[src/rtl/memory_access_sequencer_pkg.sv]
// Shared types and helpers for the memory access sequencer: channel FSM
// state encoding, region select values and the wait-counter width rule.
package memory_access_sequencer_pkg;

    typedef enum logic [1:0] {
        ST_IDLE = 2'd0,
        ST_WAIT = 2'd1,
        ST_DONE = 2'd2
    } chan_state_e;

    localparam logic REGION_MEMORY  = 1'b0;
    localparam logic REGION_STORAGE = 1'b1;

    // One spare bit over clog2 keeps a latency of 1 at a nonzero counter width.
    function automatic int lat_cnt_width(input int max_latency);
        return $clog2(max_latency) + 1;
    endfunction

endpackage

[src/rtl/memory_access_sequencer_channel_fsm.sv]
// Request/busy/done handshake with a per-target wait counter. The select input
// picks LATENCY_A (sel=0) or LATENCY_B (sel=1) at accept and is held for the access.
module access_channel_fsm
    import memory_access_sequencer_pkg::*;
#(
    parameter int LATENCY_A = 1,
    parameter int LATENCY_B = 1
) (
    input  logic clk,
    input  logic reset,
    input  logic request,
    input  logic sel,
    output logic busy,
    output logic accept,
    output logic capture,
    output logic done,
    output logic sel_latched
);

    localparam int MAX_LATENCY = (LATENCY_A > LATENCY_B) ? LATENCY_A : LATENCY_B;
    localparam int CW = lat_cnt_width(MAX_LATENCY);
    localparam logic [CW-1:0] LOAD_A = CW'(LATENCY_A - 1);
    localparam logic [CW-1:0] LOAD_B = CW'(LATENCY_B - 1);

    chan_state_e   state_q, state_d;
    logic [CW-1:0] count_q, count_d;
    logic          sel_q, sel_d;
    logic          done_q, done_d;

    always_ff @(posedge clk) begin
        if (reset) begin
            state_q <= ST_IDLE;
            count_q <= '0;
            sel_q   <= 1'b0;
            done_q  <= 1'b0;
        end else begin
            state_q <= state_d;
            count_q <= count_d;
            sel_q   <= sel_d;
            done_q  <= done_d;
        end
    end

    always_comb begin
        state_d = state_q;
        count_d = count_q;
        sel_d   = sel_q;
        case (state_q)
            ST_IDLE: begin
                if (request) begin
                    state_d = ST_WAIT;
                    sel_d   = sel;
                    count_d = sel ? LOAD_B : LOAD_A;
                end
            end
            ST_WAIT: begin
                if (count_q == '0) begin
                    state_d = ST_DONE;
                end else begin
                    count_d = count_q - CW'(1);
                end
            end
            ST_DONE: state_d = ST_IDLE;
            default: state_d = ST_IDLE;
        endcase
    end

    // The done pulse is registered off the DONE state so it appears once busy has dropped.
    always_comb begin
        busy    = (state_q != ST_IDLE);
        accept  = (state_q == ST_IDLE) && request;
        capture = (state_q == ST_WAIT) && (count_q == '0);
        done_d  = (state_q == ST_DONE);
    end

    assign done        = done_q;
    assign sel_latched = sel_q;

endmodule

[src/rtl/memory_access_sequencer.sv]
// Two independent access channels (instruction fetch, data load/store) that
// register array addresses at accept and stall the core for per-region wait states.
module memory_access_sequencer
    import memory_access_sequencer_pkg::*;
#(
    parameter int                    DATA_WIDTH        = 32,
    parameter int                    ADDR_WIDTH        = 14,
    parameter int                    INSTRUCTION_SIZE  = 16,
    parameter int                    BIOS_ADDRESS_SIZE = 9,
    parameter logic [DATA_WIDTH-1:0] STORAGE_BASE      = 32'h0000_4000,
    parameter int                    MEMORY_LATENCY    = 1,
    parameter int                    STORAGE_LATENCY   = 4,
    parameter int                    BIOS_LATENCY      = 1
) (
    input  logic                         fast_clock,
    input  logic                         reset,
    input  logic                         is_bios,
    input  logic                         instruction_request,
    input  logic [DATA_WIDTH-1:0]        original_instruction_address,
    output logic                         instruction_busy,
    output logic                         instruction_done,
    output logic [INSTRUCTION_SIZE-1:0]  output_instruction,
    input  logic                         data_request,
    input  logic                         data_write,
    input  logic [DATA_WIDTH-1:0]        original_address,
    input  logic [DATA_WIDTH-1:0]        MemOut,
    output logic                         data_busy,
    output logic                         data_done,
    output logic [DATA_WIDTH-1:0]        data_read_from_memory,
    output logic [ADDR_WIDTH-1:0]        memory_address,
    output logic [ADDR_WIDTH-1:0]        storage_address,
    output logic [ADDR_WIDTH-1:0]        instruction_address,
    output logic [BIOS_ADDRESS_SIZE:0]   bios_address,
    output logic                         memory_write_enable,
    output logic                         storage_write_enable,
    output logic [DATA_WIDTH-1:0]        write_data,
    input  logic [DATA_WIDTH-1:0]        memory_data,
    input  logic [DATA_WIDTH-1:0]        storage_data,
    input  logic [INSTRUCTION_SIZE-1:0]  memory_instruction,
    input  logic [INSTRUCTION_SIZE-1:0]  bios_instruction
);

    logic                  is_storage;
    logic [DATA_WIDTH-1:0] storage_offset;
    logic                  data_accept, data_capture, data_region;
    logic                  instr_accept, instr_capture, instr_from_bios;
    logic                  unused_bits;

    logic [ADDR_WIDTH-1:0]        memory_address_q, memory_address_d;
    logic [ADDR_WIDTH-1:0]        storage_address_q, storage_address_d;
    logic [DATA_WIDTH-1:0]        write_data_q, write_data_d;
    logic                         memory_we_q, memory_we_d;
    logic                         storage_we_q, storage_we_d;
    logic                         data_write_q, data_write_d;
    logic [DATA_WIDTH-1:0]        data_read_q, data_read_d;
    logic [ADDR_WIDTH-1:0]        instruction_address_q, instruction_address_d;
    logic [BIOS_ADDRESS_SIZE:0]   bios_address_q, bios_address_d;
    logic [INSTRUCTION_SIZE-1:0]  output_instruction_q, output_instruction_d;

    assign is_storage     = (original_address >= STORAGE_BASE) ? REGION_STORAGE : REGION_MEMORY;
    assign storage_offset = original_address - STORAGE_BASE;
    assign unused_bits    = ^{original_instruction_address[DATA_WIDTH-1:ADDR_WIDTH],
                              storage_offset[DATA_WIDTH-1:ADDR_WIDTH]};

    access_channel_fsm #(
        .LATENCY_A (MEMORY_LATENCY),
        .LATENCY_B (STORAGE_LATENCY)
    ) u_data_fsm (
        .clk         (fast_clock),
        .reset       (reset),
        .request     (data_request),
        .sel         (is_storage),
        .busy        (data_busy),
        .accept      (data_accept),
        .capture     (data_capture),
        .done        (data_done),
        .sel_latched (data_region)
    );

    access_channel_fsm #(
        .LATENCY_A (MEMORY_LATENCY),
        .LATENCY_B (BIOS_LATENCY)
    ) u_instr_fsm (
        .clk         (fast_clock),
        .reset       (reset),
        .request     (instruction_request),
        .sel         (is_bios),
        .busy        (instruction_busy),
        .accept      (instr_accept),
        .capture     (instr_capture),
        .done        (instruction_done),
        .sel_latched (instr_from_bios)
    );

    always_ff @(posedge fast_clock) begin
        if (reset) begin
            memory_address_q      <= '0;
            storage_address_q     <= '0;
            write_data_q          <= '0;
            memory_we_q           <= 1'b0;
            storage_we_q          <= 1'b0;
            data_write_q          <= 1'b0;
            data_read_q           <= '0;
            instruction_address_q <= '0;
            bios_address_q        <= '0;
            output_instruction_q  <= '0;
        end else begin
            memory_address_q      <= memory_address_d;
            storage_address_q     <= storage_address_d;
            write_data_q          <= write_data_d;
            memory_we_q           <= memory_we_d;
            storage_we_q          <= storage_we_d;
            data_write_q          <= data_write_d;
            data_read_q           <= data_read_d;
            instruction_address_q <= instruction_address_d;
            bios_address_q        <= bios_address_d;
            output_instruction_q  <= output_instruction_d;
        end
    end

    // Write strobes are set only on the accept edge, so they cover exactly the first WAIT cycle.
    always_comb begin
        memory_address_d  = memory_address_q;
        storage_address_d = storage_address_q;
        write_data_d      = write_data_q;
        data_write_d      = data_write_q;
        data_read_d       = data_read_q;
        memory_we_d       = 1'b0;
        storage_we_d      = 1'b0;
        if (data_accept) begin
            memory_address_d  = original_address[ADDR_WIDTH-1:0];
            storage_address_d = storage_offset[ADDR_WIDTH-1:0];
            write_data_d      = MemOut;
            data_write_d      = data_write;
            memory_we_d       = data_write && (is_storage == REGION_MEMORY);
            storage_we_d      = data_write && (is_storage == REGION_STORAGE);
        end
        if (data_capture && !data_write_q) begin
            data_read_d = (data_region == REGION_STORAGE) ? storage_data : memory_data;
        end
    end

    always_comb begin
        instruction_address_d = instruction_address_q;
        bios_address_d        = bios_address_q;
        output_instruction_d  = output_instruction_q;
        if (instr_accept) begin
            instruction_address_d = original_instruction_address[ADDR_WIDTH-1:0];
            bios_address_d        = original_instruction_address[BIOS_ADDRESS_SIZE:0];
        end
        if (instr_capture) begin
            output_instruction_d = instr_from_bios ? bios_instruction : memory_instruction;
        end
    end

    assign memory_address        = memory_address_q;
    assign storage_address       = storage_address_q;
    assign write_data            = write_data_q;
    assign memory_write_enable   = memory_we_q;
    assign storage_write_enable  = storage_we_q;
    assign data_read_from_memory = data_read_q;
    assign instruction_address   = instruction_address_q;
    assign bios_address          = bios_address_q;
    assign output_instruction    = output_instruction_q;

endmodule
[config.mk]
export PLATFORM = sky130hd
export DESIGN_NAME = memory_access_sequencer
export DESIGN_NICKNAME = d
export VERILOG_FILES = /design/src/rtl/memory_access_sequencer_pkg.sv /design/src/rtl/memory_access_sequencer_channel_fsm.sv /design/src/rtl/memory_access_sequencer.sv
export SDC_FILE = /design/constraint.sdc
export NUM_CORES = 1
export LEC_CHECK = 0
export CORE_ASPECT_RATIO = 0.8
export CORE_MARGIN = 1
export CORE_UTILIZATION = 25
export DETAILED_ROUTE_END_ITERATION = 16
export GPL_TIMING_DRIVEN = 0
export PLACE_DENSITY_LB_ADDON = 0.12
export SYNTH_ARGS = -nofsm -noshare
export SYNTH_HDL_FRONTEND = slang
export SYNTH_HIERARCHICAL = 1
export SYNTH_SLANG_ARGS = --single-unit
export TNS_END_PERCENT = 100
[constraint.sdc]
create_clock -name fast_clock -period 1.75 [get_ports fast_clock]
set_clock_uncertainty 0.05 [all_clocks]
set_input_delay 0.35 -clock fast_clock [delete_from_list [all_inputs] [get_ports fast_clock]]
set_output_delay 0.35 -clock fast_clock [all_outputs]
set_load 0.01 [all_outputs]
Figure 1. Floorplan with the power grid (run 1).
Bar = 50 microns. Pins as bars on the die edge. Tap cells in grey.
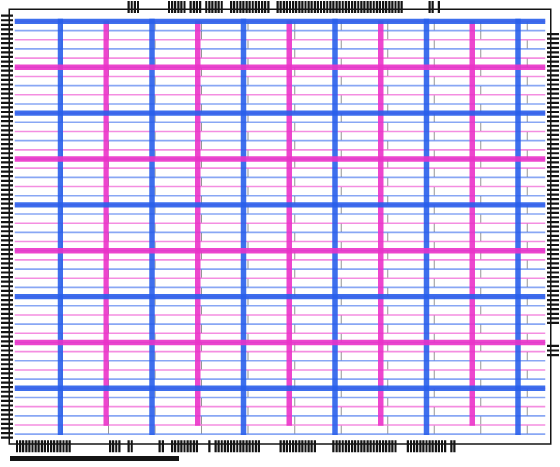
Key: blue = VSS; magenta = VDD
258 tap cells. 9 straps on met5. 46 met1 rails follow the rows. The core has 45 rows. 336 signal pins sit on the boundary.

Figure 2. Routed metal per tile (run 1).
The die is cut into 32 by 26 equal tiles; dark blue is low, red is high, scaled to the fullest tile. Values are wire area over tile area, all layers added.
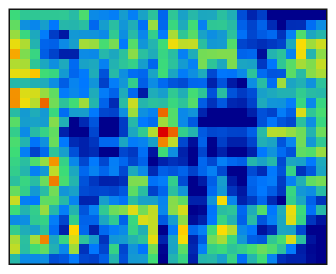
The mean over all tiles is 0.13. 6.2% of the tiles are nearly empty. 18% of the tiles are over half the peak. The fullest tile reaches 0.41.
wirelength, routed: 17170 microns
routed via count: 4849
post-DR wirelength/cell: 15.33 microns

Figure 3. Wires at chosen ports, followed through buffers (run 1).
Bar = 50 microns.
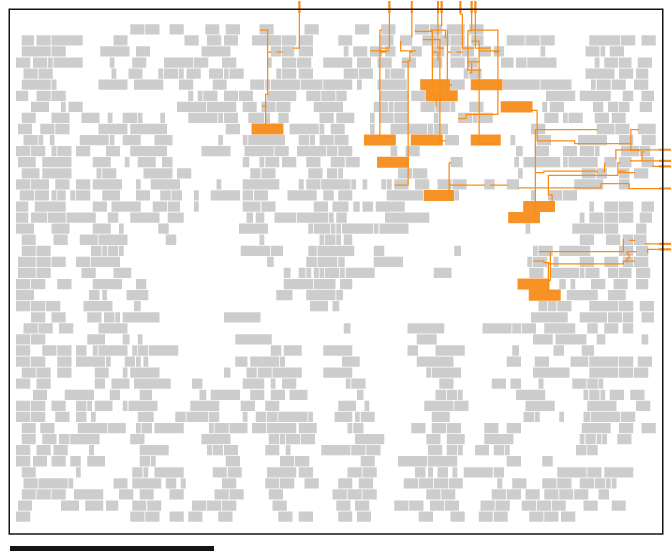
Key: orange = storage_address [bits 14, direction output, edge 8 north, 6 east, end cells 14, buffers 28, wire 665 microns]
IO buf count: 317
IO Pins: 336

Figure 4. Placed cells, one colour a class (run 1).
Fill, decap, tap and diode cells in grey.
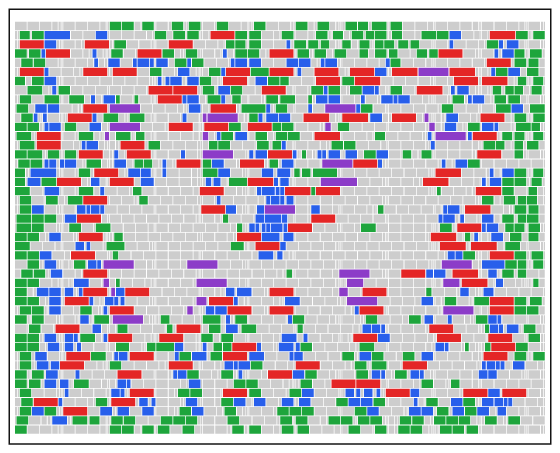
Key: blue = all other logic [cells 319, share of their area 25%]; red = flip-flops [cells 122, share of their area 27%]; purple = clock drivers and dummy loads [cells 31, share of their area 5.9%]; green = other buffers and delay cells [cells 390, share of their area 42%]
Rows: 45
fin util: 48.93%
Core Footprint: 19260 sq um

==> Changelog: implementation, run 1 <==
### Metrics

- Outcome: finished clean
- Filler cells: 1824
- Clk pwr share: 37.6%
- R2R cell count: 6
- Met1 Wirelength: 6819 microns
- WP data required: around 1.4 ns
- GRT busiest layer: met2
- Final Instance Area: roughly 9400 sq um
- First-pass GRT wire length: around 26000 microns
- Asr flop ratio synth: 0%
- Yosys warnings: 6
- Internal: 6.339 mW
- Routed Antenna Nets: 0
- Worst min-delay path endpoint: u_data_fsm/count_q[0]
- Inserted Clock Buffers: 17
- Mean Syn Cell Area: 10.00 sq um
- Most numerous cell in the Yosys netlist: dfxtp_1
- Capturing point of the worst reg2reg path: write_data[16]
- Synthesized area: around 5000 sq um
- CTS clock-pin slew for the worst setup and hold paths: 0.05 ns
- Non-clk invs: 4
- Met3 routed WL: 1394 microns
- Dpl hpwl: 13230 microns
- WP data arrival: 1.31 ns
- Met2 Usage GRT: between 20% and 30%
- Hold Crit Class: input pin to register
- CTS Hold Buffers Added: 0
- Critical path class: register to primary output
- Tapcells: 258
- MUX area fraction: ~22%
- Design Power: 8.604 mW
- Ys flops: 122
- Fin. max-slew vios: 0
- Yosys synthesis chip area: 5001 sq um
- Setup Viol. Count Final: 0
- Logic gate fraction of the total cell area: 24.38%
- OpenROAD warning count: 46
- Die Ht: about 130 microns
- Seq/Total Area, Yosys: 48.84%
- Worst setup path start: write_data[10]
- Worst IR drop on VDD: 0.5238 mV
- M1 GR Usage: between 15 and 20%
- Main logic family: multiplexers
- Final Cycle Share: between 90% and 100%
- Synth cell types: 33
- Die area: 20580 sq um
- Largest net degree at the start of global routing: 17
- 1st-iter DRT viols: approximately 160
- Startpoint types: register
- Worst setup margin: 0.04029 ns
- Setup TNS: 0 ns
- CTS tree: done
- Multi-In Gates: 315
- Hold path depth: 2
- Ys flop type: dfxtp_1
- Tot GR Track Use: between 15 and 20%
- Crit path buf inv count: 1
- Leading cell kind: non-clock buffers
- NonClk Buf Share: between 40% and 50%
- CP Capture Point: write_data[10]
- Min-delay src: reset
- Syn_nets: around 700
- Seq group: 3.20 mW
- Flops: 122
- Crit-path slowest cell: clkdlybuf4s50_1
- # Cells Yosys: approximately 500
- FP Core Util: between 20% and 30%
- Xor+xnor area frac: 0%
- Measured slew at the worst slew-check pin: just over 0.5 ns
- Maximum Capacitance Violations: 0
- Yosys simple share: 12.81%
- Drt drc: 0
- Instance count on the critical path: 1
- Flop area: 2469 sq um
- Worst r2r src: u_data_fsm/state_q[1]
- Fin crit period: 1.710 ns
- RePlAce Congestion: around 0.8
- CP endpoint kind: primary output
- Post-synth EDFFs: 0
- Setup Slack @ Placement: -0.9296 ns
- Comb pwr share: 25.2%
- Die X: 160.1 microns
- Nonclk buf count: slightly below 400
- Share of layout cells above drive strength 1: roughly 16%
- Vias/cell: 4.329
- Seq pwr share: 37.2%
- Diode count: 0
- P_sw: 2.265 mW
- Adder share: less than 1%
- CTS H-tree depth: 4
- CP cell instances: clkdlybuf4s50_1
- Clock tree buffer depth: 2
- WL met2: around 8700 microns
- GRT Residual Overflow: 0
- Rel. slew slack: 65.99%
- ClkCell Share: 5.724%
- Synth cell count leaders: dfxtp_1, nor2_1, mux2i_1
- Worst path top cell family by delay: buffers and inverters
- Max incr delay on CP: 0.56 ns
- Switching part of the total power: a little over a quarter
- Synth top area cells: dfxtp_1, mux2i_1, nor2_1
- Most common logic cells in the final layout: clkdlybuf4s50_1, nor2_1, mux2i_1
- Cell count after synthesis: 500
- Worst reg-to-reg setup slack: 0.09 ns
- Area delta synth->final: 88.39%
- M3 GR Usage: 6.319%
- Logic area: 2297 sq um
- DR top layer: met4
- Vias in the first global route: 5094
- Final Hold Fails: 0
- Setup bufs post-CTS: 5
- DRT Pass-1 Iters: 4
- Placed cell area: 8512 sq um
- TritonCTS Sinks: 122
- Layout Cells excl Fill: 1120
- Antenna violations before repair: 0
- Fmax: about 580 MHz
- WHS: roughly 0.29 ns
- Sequential share of cell area: 26.20%
- Post-synth top area share: 48.84%
- Placed cell count: 1075
- Clock Root Buffer: clkbuf_16
- Top cell type by total area after synthesis: dfxtp_1
- Nets: 1050
- PostCTS Resize Cnt: 83
- Late-Pin Clk Latency: 0.41 ns
- Lkg Pwr: roughly 4.3 nW
- Clock buffer count: 23
- Crit-path max FO: 2
- Top Consumer: the clock network
- Pwr per Cell Area: between 900 and 1000 nW/um^2
==> run 1 -> run 2 <==
- SETUP_SLACK_MARGIN: not set -> 0.02
Figure 5. Routed metal per tile (run 2).
The die is cut into 32 by 26 equal tiles; dark blue is low, red is high, scaled to the fullest tile. Values are wire area over tile area, all layers added.
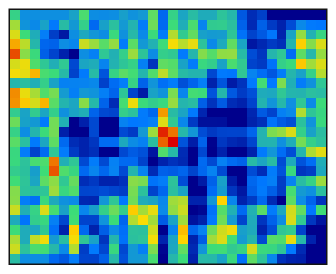
Tot GR Track Use: 16.42%
post-DR wirelength/cell: 15.33 microns
wirelength, routed: 17180 microns
routed via count: 4854

Figure 6. Placed cells, one colour a class (run 2).
Fill, decap, tap and diode cells in grey.
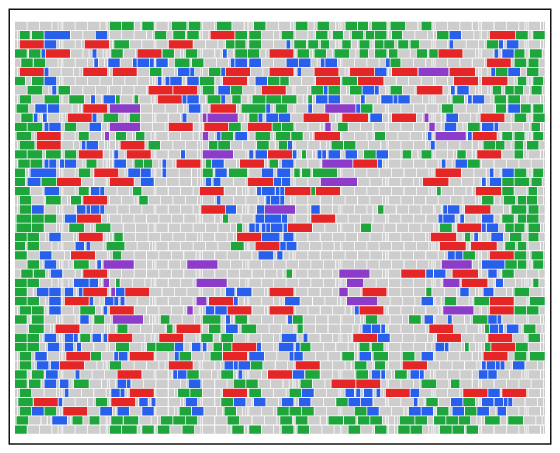
Key: red = flip-flops [cells 122, share of their area 27%]; purple = clock drivers and dummy loads [cells 31, share of their area 5.9%]; blue = all other logic [cells 319, share of their area 25%]; green = other buffers and delay cells [cells 391, share of their area 42%]
fin util: 48.98%
sequential share of cell area: 26.17%
Final Instance Area: 9432 sq um

==> Changelog: implementation, run 2 <==
### Metrics

- Nonclk buf count: 391
- Main logic family: multiplexers
- Placed cell area: 8512 sq um
- Placed cell count: roughly 1100
- Worst reg-to-reg setup slack: 0.10 ns
- MUX area fraction: about 22%
- Capturing point of the worst reg2reg path: data_read_from_memory[13]
- Syn_nets: 700
- Met1 Wirelength: ~6800 microns
- P_sw: between 2 and 2.5 mW
- Met3 routed WL: 1431 microns
- GRT busiest layer: met2
- Yosys synthesis chip area: 5001 sq um
- 1st-iter DRT viols: 144
- Worst setup margin: 0.04431 ns
- Outcome: finished clean
- WP data required: 1.35 ns
- M1 GR Usage: 17.64%
- Largest net degree at the start of global routing: 17
- Synthesized area: about 5000 sq um
- Yosys warnings: 6
- Inserted Clock Buffers: 17
- Comb pwr share: between 20% and 30%
- IO Pins: about 340
- Nets: 1051
- Seq group: 3.19 mW
- GRT Residual Overflow: 0
- DRT Pass-1 Iters: 4
- Met2 Usage GRT: 29.67%
- Rows: roughly 45
- Lkg Pwr: 4.608 nW
- Crit path buf inv count: 1
- Maximum Capacitance Violations: 0
- Logic area: 2297 sq um
- Fin crit period: around 1.7 ns
- Routed Antenna Nets: 0
- Setup TNS: 0 ns
- First-pass GRT wire length: between 20000 and 30000 microns
- WL met2: 8707 microns
- CP cell instances: clkdlybuf4s50_1
- Hold Crit Class: input pin to register
- Min-delay src: reset
- Hold path depth: 2
- Fmax: 586.3 MHz
- IO buf count: about 320
- Crit-path max FO: 2
- Synth cell count leaders: dfxtp_1, nor2_1, mux2i_1
- Clock buffer count: 23
- Critical path class: register to primary output
- Pwr per Cell Area: about 910 nW/um^2
- Top Consumer: the clock network
- TritonCTS Sinks: 122
- Synth cell types: 33
- Flop area: 2469 sq um
- Leading cell kind: non-clock buffers
- Seq/Total Area, Yosys: between 40% and 50%
- Worst r2r src: u_data_fsm/count_q[0]
- Worst setup path start: data_read_from_memory[0]
- Tapcells: about 260
- Die Ht: 128.5 microns
- # Cells Yosys: 500
- Final Hold Fails: 0
- OpenROAD warning count: 46
- R2R cell count: 9
- Final Cycle Share: approximately 100%
- NonClk Buf Share: 40.17%
- WHS: 0.2778 ns
- WP data arrival: 1.31 ns
- Die area: 20580 sq um
- Vias/cell: 4.330
- Instance count on the critical path: 1
- Drt drc: 0
- Synth top area cells: dfxtp_1, mux2i_1, nor2_1
- Asr flop ratio synth: 0%
- Xor+xnor area frac: 0%
- Cell count after synthesis: 500
- Worst min-delay path endpoint: u_data_fsm/count_q[0]
- CP Capture Point: data_read_from_memory[0]
- Clock tree buffer depth: 2
- Worst path top cell family by delay: buffers and inverters
- Setup Viol. Count Final: 0
- Internal: 6.300 mW
- Share of layout cells above drive strength 1: ~16%
- PostCTS Resize Cnt: 112
- Setup Slack @ Placement: -0.9296 ns
- Seq pwr share: between 30% and 40%
- CTS H-tree depth: 4
- Die X: around 160 microns
- Flops: 122
- Yosys simple share: 12.81%
- Fin. max-slew vios: 0
- Top cell type by total area after synthesis: dfxtp_1
- Adder share: 0.5004%
- Post-synth top area share: 48.84%
- Design Power: roughly 8.6 mW
- Clk pwr share: about 38%
- Multi-In Gates: 315
- Diode count: 0
- Mean Syn Cell Area: roughly 10 sq um
- Clock Root Buffer: clkbuf_16
- M3 GR Usage: 6.157%
Power is estimated from default activity; no workload was simulated.
